===== config.mk =====
export PLATFORM = sky130hd
export DESIGN_NAME = ram_arbiter
export DESIGN_NICKNAME = d
export VERILOG_FILES = /design/src/rtl/ram_arbiter.sv
export SDC_FILE = /design/constraint.sdc
export NUM_CORES = 1
export LEC_CHECK = 0
export CORE_ASPECT_RATIO = 0.8
export CORE_MARGIN = 2
export CORE_UTILIZATION = 30
export DETAILED_ROUTE_END_ITERATION = 6
export HOLD_SLACK_MARGIN = 0.15
export MAX_ROUTING_LAYER = met4
export PLACE_DENSITY = 0.71
export SLEW_MARGIN = 20
export SYNTH_ARGS = -nofsm -noshare
export SYNTH_HDL_FRONTEND = slang
export SYNTH_SLANG_ARGS = --single-unit

===== constraint.sdc =====
create_clock -name clk -period 1.9 [get_ports clk]
set_input_delay 0.19 -clock clk [delete_from_list [all_inputs] [get_ports clk]]
set_output_delay 0.19 -clock clk [all_outputs]
set_load 0.05 [all_outputs]

===== src/rtl/ram_arbiter.sv =====
// Round-robin arbiter sharing one 16x16 memory between the CPU sequencer
// (port 0) and the LCD refresh/readback logic (port 1).
//
// Ports:
//   clk, rst                  clock, async active-high reset
//   reqN_valid/op/addr/wdata  request from port N (op: 0 IDLE,1 GET,2 SET,3 RESET)
//   reqN_ack/err/rdata        one-cycle completion pulse, timeout flag, read data
//   ram_op/addr/wdata         registered command to the memory
//   ram_rdata, ram_done       memory read data and done level
//   busy                      arbiter not in ARB_IDLE
//   last_grant                most recently granted port
module ram_arbiter #(
    parameter int TIMEOUT = 64,
    parameter int CW      = 7
) (
    input  logic        clk,
    input  logic        rst,
    input  logic        req0_valid,
    input  logic [1:0]  req0_op,
    input  logic [3:0]  req0_addr,
    input  logic [15:0] req0_wdata,
    output logic        req0_ack,
    output logic        req0_err,
    output logic [15:0] req0_rdata,
    input  logic        req1_valid,
    input  logic [1:0]  req1_op,
    input  logic [3:0]  req1_addr,
    input  logic [15:0] req1_wdata,
    output logic        req1_ack,
    output logic        req1_err,
    output logic [15:0] req1_rdata,
    output logic [1:0]  ram_op,
    output logic [3:0]  ram_addr,
    output logic [15:0] ram_wdata,
    input  logic [15:0] ram_rdata,
    input  logic        ram_done,
    output logic        busy,
    output logic        last_grant
);

    typedef enum logic [1:0] {
        ARB_IDLE,
        WAIT_DONE,
        RELEASE
    } state_t;

    localparam logic [1:0]    OP_GET   = 2'd1;
    localparam logic [CW-1:0] CNT_LAST = CW'(TIMEOUT - 1);

    state_t        state;
    logic [CW-1:0] cnt;
    logic          gnt;
    logic          v0;
    logic          v1;
    logic          pick;
    logic          fin;

    // An IDLE opcode carries no work, so it never competes for the memory.
    assign v0 = req0_valid && (req0_op != 2'd0);
    assign v1 = req1_valid && (req1_op != 2'd0);

    // On contention the port that did not win last time goes next.
    assign pick = (v0 && v1) ? ~last_grant : v1;

    // Done beats a coinciding timeout.
    assign fin = ram_done || (cnt == CNT_LAST);

    assign busy = (state != ARB_IDLE);

    always_ff @(posedge clk or posedge rst) begin
        if (rst) begin
            state      <= ARB_IDLE;
            cnt        <= '0;
            gnt        <= 1'b0;
            last_grant <= 1'b1;
            ram_op     <= 2'd0;
            ram_addr   <= 4'd0;
            ram_wdata  <= 16'd0;
            req0_ack   <= 1'b0;
            req0_err   <= 1'b0;
            req0_rdata <= 16'd0;
            req1_ack   <= 1'b0;
            req1_err   <= 1'b0;
            req1_rdata <= 16'd0;
        end else begin
            req0_ack <= 1'b0;
            req0_err <= 1'b0;
            req1_ack <= 1'b0;
            req1_err <= 1'b0;
            unique case (state)
                ARB_IDLE: begin
                    if (v0 || v1) begin
                        gnt        <= pick;
                        last_grant <= pick;
                        ram_op     <= pick ? req1_op    : req0_op;
                        ram_addr   <= pick ? req1_addr  : req0_addr;
                        ram_wdata  <= pick ? req1_wdata : req0_wdata;
                        cnt        <= '0;
                        state      <= WAIT_DONE;
                    end
                end
                WAIT_DONE: begin
                    cnt <= cnt + 1'b1;
                    if (fin) begin
                        if (gnt) begin
                            req1_ack <= 1'b1;
                            req1_err <= ~ram_done;
                            if (ram_done && ram_op == OP_GET)
                                req1_rdata <= ram_rdata;
                        end else begin
                            req0_ack <= 1'b1;
                            req0_err <= ~ram_done;
                            if (ram_done && ram_op == OP_GET)
                                req0_rdata <= ram_rdata;
                        end
                        ram_op <= 2'd0;
                        state  <= RELEASE;
                    end
                end
                RELEASE: begin
                    // Memory must drop done before it can accept a new op.
                    if (!ram_done)
                        state <= ARB_IDLE;
                end
                default: state <= ARB_IDLE;
            endcase
        end
    end

endmodule


Fig. 1: run 1, metal 1
Cells faint in the background.
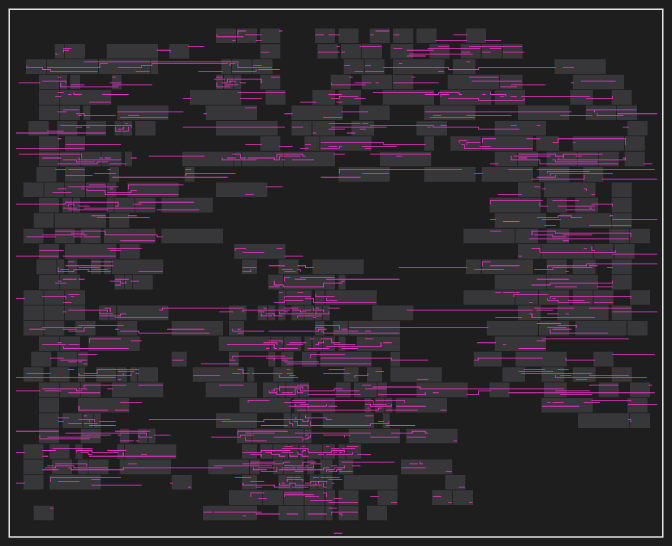
share of all routed wire: 47%
wire length on this layer: 3,190 um
main direction: horizontal
nets with wire on the layer: 366
longest straight run: 27.1 um
DR vias: 2,298
met1 usage: 18.0%
DRT Wirelength: 6830 um

Fig. 2: run 1, the metal 2 layer
Bar = 20 um.
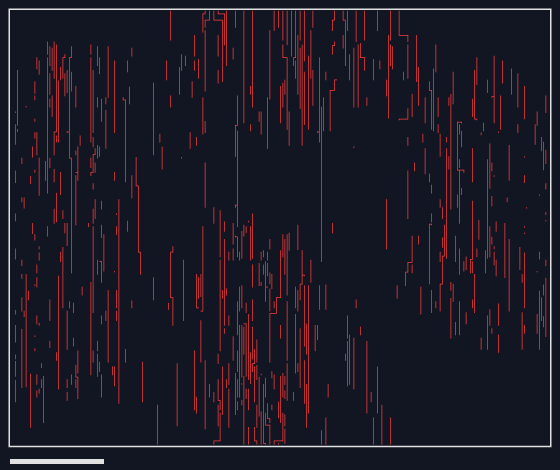
longest straight run: 43.5 um
main direction: vertical
nets with wire on the layer: 389
wire length on this layer: 3,030 um

Fig. 3: run 1, signal wires on met3
Bar = 20 um.
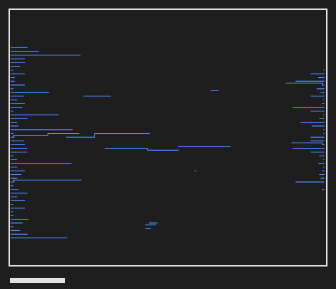
share of all routed wire: 8.0%
wire length on this layer: 547 um
longest straight run: 25.1 um
main direction: horizontal
nets with wire on the layer: 88
met3 GRT Util: 4.91%

==> flow_metrics.env, run 1 <==
# source this file to load flow results
export IMPL_path_buffers=1
export IMPL_setup_worst_path_end_class="output port"
export IMPL_r2r_cells=3
export IMPL_cts_buffers=9
export IMPL_crit_arrival_ps=1590
export IMPL_numSynthFlops=69
export IMPL_comb_area_sq_um=1150
export IMPL_place_congestion=0.756
export IMPL_leakagePower_nw=2.15
export IMPL_cp_start_kind="flip-flop"
export IMPL_core_util_floorplan_pct=30.8
export IMPL_vdd_drop_max_uv=734
export IMPL_mostFrequentLayoutCell="clkdlybuf4s50_1"
export IMPL_hold_viol=0
export IMPL_clk_latency_ps=320
export IMPL_ys_async_sr_fraction_pct=100
export IMPL_edf_count=0
export IMPL_io_buffers=124
export IMPL_status="complete, no violations"
export IMPL_syn_cell_area_sq_um=2970
export IMPL_crit_type="flip-flop to output port"
export IMPL_yosysCellCount=238
export IMPL_dp_hpwl_um=5160
export IMPL_hold_class="primary input to asynchronous set/reset pin"
export IMPL_synth_adder_area_share_pct=0.422
export IMPL_pwr_share_comb_pct=52.2
export IMPL_synth_top_area_share_pct=57.3
export IMPL_htree_num_levels=3
export IMPL_synth_avg_cell_area_sq_um=12.5
export IMPL_wl_per_cell_um=13.3
export IMPL_period_used_pct=93.8
export IMPL_cts_sinks=69
export IMPL_crit_slowest_cell="clkdlybuf4s50_1"
export IMPL_drv_slew=0
export IMPL_p_int_mw=5.00
export IMPL_cts_root_buf="clkbuf_16"
export IMPL_cts_tree="yes"
export IMPL_xor_area_share_pct=0.295
export IMPL_fillers=858
export IMPL_ys_sh_simple_pct=8.77
export IMPL_r2r_slack_ps=180
export IMPL_die_h_um=93.0
export IMPL_slowest_delay_ps=840
[run 1: timing repair]
item                       4_1_cts  5_1_grt
gates resized                    0        1
setup endpoints to repair        0        1
setup buffers                    0        0
[run 1: how the worst max path moves through the flow]
stage / slack (ps) / cells after the start / to / startpoint
floorplan: 40 / 4 / req1_rdata[15] / ram_op[1]
global placement: 70 / 4 / req1_rdata[2] / ram_done
detailed placement: 50 / 4 / req1_rdata[6] / ram_done
CTS: 20 / 1 / last_grant / last_grant
global route: 60 / 1 / ram_op[1] / ram_op[1]
finish: 120 / 1 / ram_op[1] / ram_op[1]
[run 1: power by group through the flow]
stage	Clock (mW)	Combinational [mW]	Sequential, mW
global placement	0	4.63	2.48
floorplan	0	1.17	4.37
finish	1.79	4.65	2.47
detailed placement	0	4.69	2.50
global route	1.93	4.90	2.56
CTS	1.85	4.70	2.49
[run 1: logic make-up (layout without fill, tap and decap cells)]
family          count (synthesis)  count (layout)
flops                          69              69
simple gates                   54              54
mux                            53              53
compound gates                 44              44
buf+inv                        16             157
fa+ha+maj                       1               1
xor+xnor                        1               1
[run 1: synth_stat cells (2+ instances only)]
library cell,count
a21oi_1,21
nand3_1,2
inv_1,5
clkbuf_1,5
o21ai_0,7
o22ai_1,4
nor2_1,24
buf_6,2
nor3_1,3
a21o_1,4
nand2_1,16
mux2_2,22
buf_2,3
mux2_4,10
dfrtp_1,68
mux2i_1,21
[run 1: layout make-up]
| type | instances | area share, % |
|---|---|---|
| multi-input cells | 153 | 24.1 |
| clock buffers | 10 | 5.00 |
| inverters | 5 | 0.471 |
| clock inverters | 6 | 1.81 |
| repair buffers | 136 | 28.9 |
| flip-flops and latches | 69 | 36.2 |
| well taps | 136 | 3.56 |
[run 1: registers in the layout, summed over array words and instances (netlist names), 2 cells and up]
| signal | cells |
|---|---|
| cnt | 7 |
| ram_addr | 4 |
| ram_op | 2 |
| ram_wdata | 16 |
| req0_rdata | 16 |
| req1_rdata | 16 |
| state | 2 |
[run 1: metal layers]
| metal | share of wire (%) | global-route usage, % | routed length (um) | vias to the layer above |
|---|---|---|---|---|
| met5 | 0 | - | 0 | - |
| met2 | 44 | 20.0 | 3030 | 98 |
| met1 | 47 | 18.0 | 3190 | 1080 |
| li1 | - | - | - | 1114 |
| met3 | 8.0 | 4.91 | 547 | 6 |
| met4 | 0.95 | 4.52 | 65 | 0 |
[run 1: metrics by stage]
stage	util, %	hold WS, ps	setup slack [ps]	cells
CTS	49.5	231	16.3	515
floorplan	-	261	39.5	238
global route	49.5	257	60.6	515
global placement	46.1	480	70.8	499
finish	49.5	226	118	515
detailed placement	46.1	490	53.9	499
==> run 2: changes to the inputs <==
Settings changed: CELL_PAD_IN_SITES_DETAIL_PLACEMENT from default to 0, CELL_PAD_IN_SITES_GLOBAL_PLACEMENT from default to 1, CORE_UTILIZATION 30 to 29, PLACE_DENSITY 0.71 to 0.84.
Fig. 4: run 2, the clock network
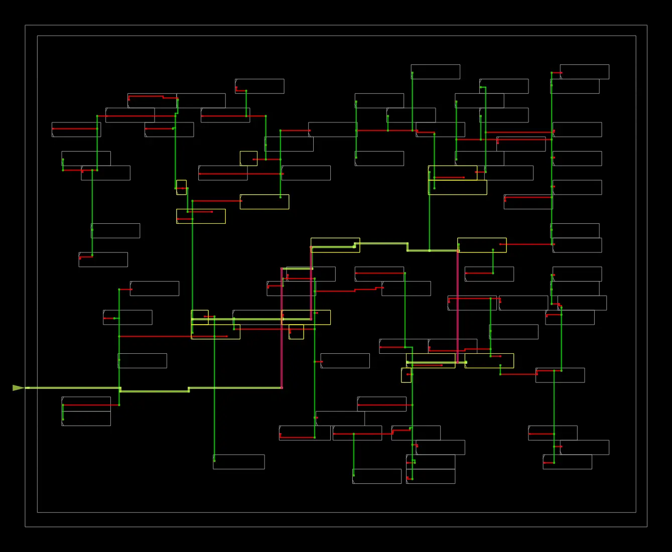
Setup Skew: 4.60 ps
flip-flops: 69
P_clk: 1.62 mW
number of clock buffers in the layout: 9
CTS sink count: 69

Fig. 5: run 2, signal metal coverage by tile
Bar = 20 um. 23 x 19 tiles, from dark purple (low) to yellow (high), scaled to the fullest tile. Values are wire area over tile area, all layers added.
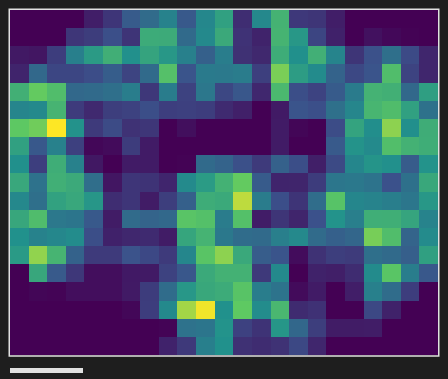
fullest tile: 0.34
emptiest ninth of the die: bottom left
mean over tiles: 0.10
nearly empty tiles: 18%

Fig. 6: run 2, signal wires on met3
Bar = 20 um.
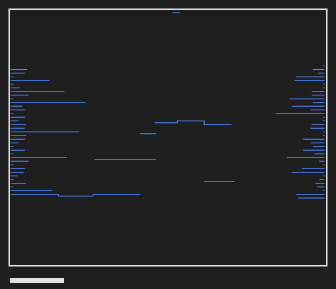
nets with wire on the layer: 74
longest straight run: 27.4 um
main direction: horizontal
share of all routed wire: 7.5%
wire length on this layer: 522 um

==> flow_metrics.env, run 2 <==
# source this file to load flow results
export IMPL_io_buffers=124
export IMPL_edf_count=0
export IMPL_path_buffers=1
export IMPL_comb_area_sq_um=1150
export IMPL_numSynthFlops=69
export IMPL_top_cells_by_count="dfrtp_1 (68), nor2_1 (24), mux2_2 (22), a21oi_1 (21), mux2i_1 (21)"
export IMPL_period_used_pct=94.9
export IMPL_cts_tree="yes"
export IMPL_status="complete, no violations"
export IMPL_synth_top_area_share_pct=57.3
export IMPL_reg_top3="ram_wdata (16), req0_rdata (16), req1_rdata (16)"
export IMPL_synth_avg_cell_area_sq_um=12.5
export IMPL_cp_start_kind="flip-flop"
export IMPL_crit_type="flip-flop to output port"
export IMPL_leakagePower_nw=2.12
export IMPL_vdd_drop_max_uv=740
export IMPL_most_common_cell="dfrtp_1"
export IMPL_htree_num_levels=3
export IMPL_cp_startpoint="ram_op[1]"
export IMPL_place_congestion=0.767
export IMPL_hold_viol=0
export IMPL_die_h_um=94.5
export IMPL_met3_wirelength_um=521
## run 2: through the flow
step / util, % / total power, mW / cells / hold slack [ps]
2_1_floorplan: - / 5.54 / 238 / 261
3_3_place_gp: 43.9 / 7.11 / 502 / 479
3_5_place_dp: 43.9 / 7.19 / 502 / 489
4_1_cts: 46.7 / 8.85 / 517 / 350
5_1_grt: 46.8 / 9.24 / 517 / 377
6_report: 46.8 / 8.75 / 517 / 334
## run 2: path summary, 6_finish.rpt
check                           slack [ps]  cells past startpoint              to
worst max register to register         130                      3  req1_rdata[15]
max in group asynchronous             1170                      3   ram_wdata[11]
min in group clk                       490                      1          cnt[6]
worst min-delay path                   330                      3        req1_ack
worst max-delay path                   100                      1       ram_op[1]
worst min register to register         490                      1          cnt[6]
## run 2: final cells by class
class | count | share of cell area, %
clock buffer | 9 | 4.76
sequential | 69 | 36.6
multi-input combinational | 153 | 24.4
timing repair buffer | 135 | 28.8
inverter | 5 | 0.476
clock inverter | 6 | 1.38
tap | 140 | 3.70
## run 2: repair_timing
item	4_1_cts	5_1_grt
gates resized	0	1
endpoints found under the setup margin	0	1
hold buffers	0	0
## run 2: logic make-up (layout without fill, tap and decap cells)
family | after synthesis | after routing | share of synthesized area, %
AND-OR/OR-AND | 44 | 44 | 8.60
AND/OR/NAND/NOR | 54 | 54 | 8.77
XOR/XNOR | 1 | 1 | 0.295
buffers and inverters | 16 | 155 | 3.20
adder cells (fa/ha/maj) | 1 | 1 | 0.422
flip-flops | 69 | 69 | 58.2
multiplexers | 53 | 53 | 20.5
## run 2: layer usage
layer	vias to the layer above	GRT usage (%)
li1	1105	-
met1	1091	17.3
met2	81	21.5
met3	6	4.88
met4	0	3.53
met5	-	-
## run 2: power breakdown
group          switching [mW]  leakage [nW]  internal, mW
logic                    2.94          1.13          1.72
registers               0.382         0.850          2.09
clock network           0.614         0.141          1.01
total                    3.93          2.12          4.82
==> run 3: changes to the inputs <==
Settings changed: CTS_CLUSTER_DIAMETER from default to 120.
Fig. 7: run 3, signal metal coverage by tile
Bar = 20 um. 23 x 19 tiles, from dark purple (low) to yellow (high), scaled to the fullest tile. Values are wire area over tile area, all layers added.
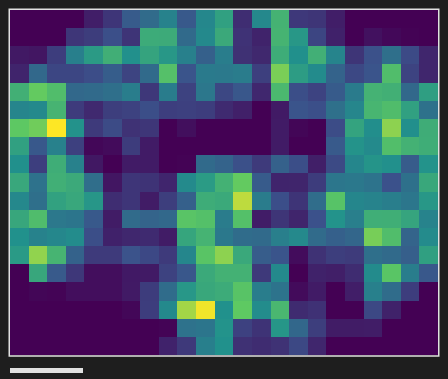
tiles over half the peak: 22%
emptiest ninth of the die: bottom left
mean over tiles: 0.10
fullest tile: 0.34
nearly empty tiles: 18%
DRT Wirelength: 6990 um
GRT Total Usage: 13.8%

Fig. 8: run 3, the metal 2 layer
Bar = 20 um.
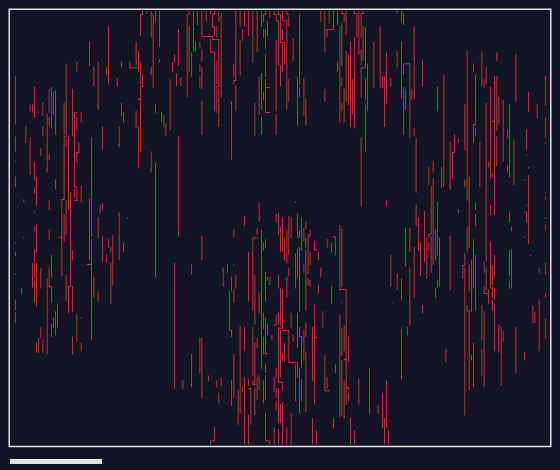
longest straight run: 34.3 um
share of all routed wire: 47%

Fig. 9: run 3, metal 1
Cells faint in the background.
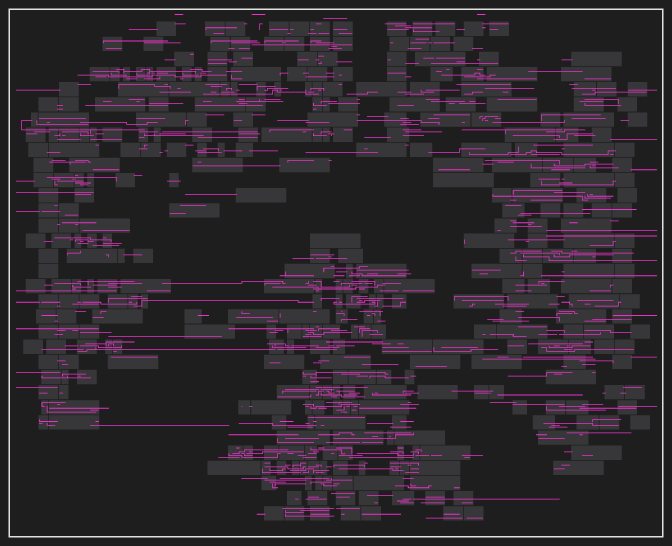
wire length on this layer: 3,160 um
longest straight run: 33.8 um
nets with wire on the layer: 385
share of all routed wire: 45%
met1 usage: 17.3%
DR vias: 2,283

==> flow_metrics.env, run 3 <==
# source this file to load flow results
export IMPL_mostFrequentLayoutCell="clkdlybuf4s50_1"
export IMPL_cts_buffers=9
export IMPL_synth_avg_cell_area_sq_um=12.5
export IMPL_yosysCellCount=238
export IMPL_top_cells_by_count="dfrtp_1 (68), nor2_1 (24), mux2_2 (22), a21oi_1 (21), mux2i_1 (21)"
export IMPL_ys_sh_simple_pct=8.77
export IMPL_setup_worst_path_end_class="output port"
export IMPL_finalNonFillerCells=517
export IMPL_ys_top_logic_family="multiplexers"
export IMPL_die_h_um=94.5
export IMPL_synth_top_area_share_pct=57.3
export IMPL_hold_viol=0
export IMPL_cts_tree="yes"
export IMPL_reg_top3="ram_wdata (16), req0_rdata (16), req1_rdata (16)"
export IMPL_ys_async_sr_fraction_pct=100
export IMPL_status="complete, no violations"
export IMPL_wl_per_cell_um=13.5
export IMPL_most_common_cell="dfrtp_1"
export IMPL_synthAoiAreaFrac_pct=8.60
export IMPL_xor_area_share_pct=0.295
export IMPL_core_util_floorplan_pct=29.3
export IMPL_mux_share_pct=20.5
export IMPL_hold_class="primary input to asynchronous set/reset pin"
export IMPL_syn_cell_area_sq_um=2970
export IMPL_io_buffers=124
export IMPL_edf_count=0
export IMPL_place_congestion=0.767
export IMPL_leakagePower_nw=2.12
export IMPL_crit_arrival_ps=1610
run 3: cell counts after synthesis:
Identical to the previous run, type by type.
run 3: cell type report:
class                   count  area share (%)
flip-flops and latches     69            36.6
repair buffers            135            28.8
multi-input cells         153            24.4
clock buffers               9            4.76
well taps                 140            3.70
clock inverters             6            1.38
inverters                   5           0.476
run 3: kinds of logic after synthesis:
| kind of cell | Yosys count |
|---|---|
| compound gates | 44 |
| xor+xnor | 1 |
| fa+ha+maj | 1 |
| buf+inv | 16 |
| flops | 69 |
| mux | 53 |
| simple gates | 54 |
run 3: repair_timing:
action | CTS | global route
gates resized | 0 | 1
hold buffers | 0 | 0
endpoints found under the setup margin | 0 | 1
buffers inserted | 0 | 0
run 3: power breakdown:
part / internal [mW] / switching (mW) / leakage (nW)
sequential: 2.09 / 0.382 / 0.850
combinational: 1.72 / 2.94 / 1.13
clock: 1.01 / 0.614 / 0.141
run 3: path summary, 6_finish.rpt:
check	endpoint	slack, ps	start	cells past startpoint
max	ram_op[1]	100	ram_op[1]	1
min	req1_ack	330	rst	3
max reg2reg	req1_rdata[15]	130	gnt	3
min reg2reg	cnt[6]	490	cnt[6]	1
max in group asynchronous	ram_wdata[11]	1170	rst	3
min in group clk	cnt[6]	490	cnt[6]	1
run 3: through the flow:
step                      instance area, sq um  hold slack [ps]  setup slack, ps  util [%]  power (mW)
final                                     4730              334             97.3      46.8        8.75
after global routing                      4730              377             57.1      46.8        9.24
after CTS                                 4730              350             9.76      46.7        8.85
after detailed placement                  4440              489             32.6      43.9        7.19
after global placement                    4440              479             67.9      43.9        7.11
after floorplan                           2970              261             39.5         -        5.54
run 3: metal layers:
metal | vias up | routed length [um] | GRT usage, %
li1 | 1105 | - | -
met1 | 1091 | 3160 | 17.3
met2 | 81 | 3250 | 21.5
met3 | 6 | 521 | 4.88
met4 | 0 | 57 | 3.53
met5 | - | 0 | -
Power figures rest on the tool's default switching activity, not on a simulated workload.
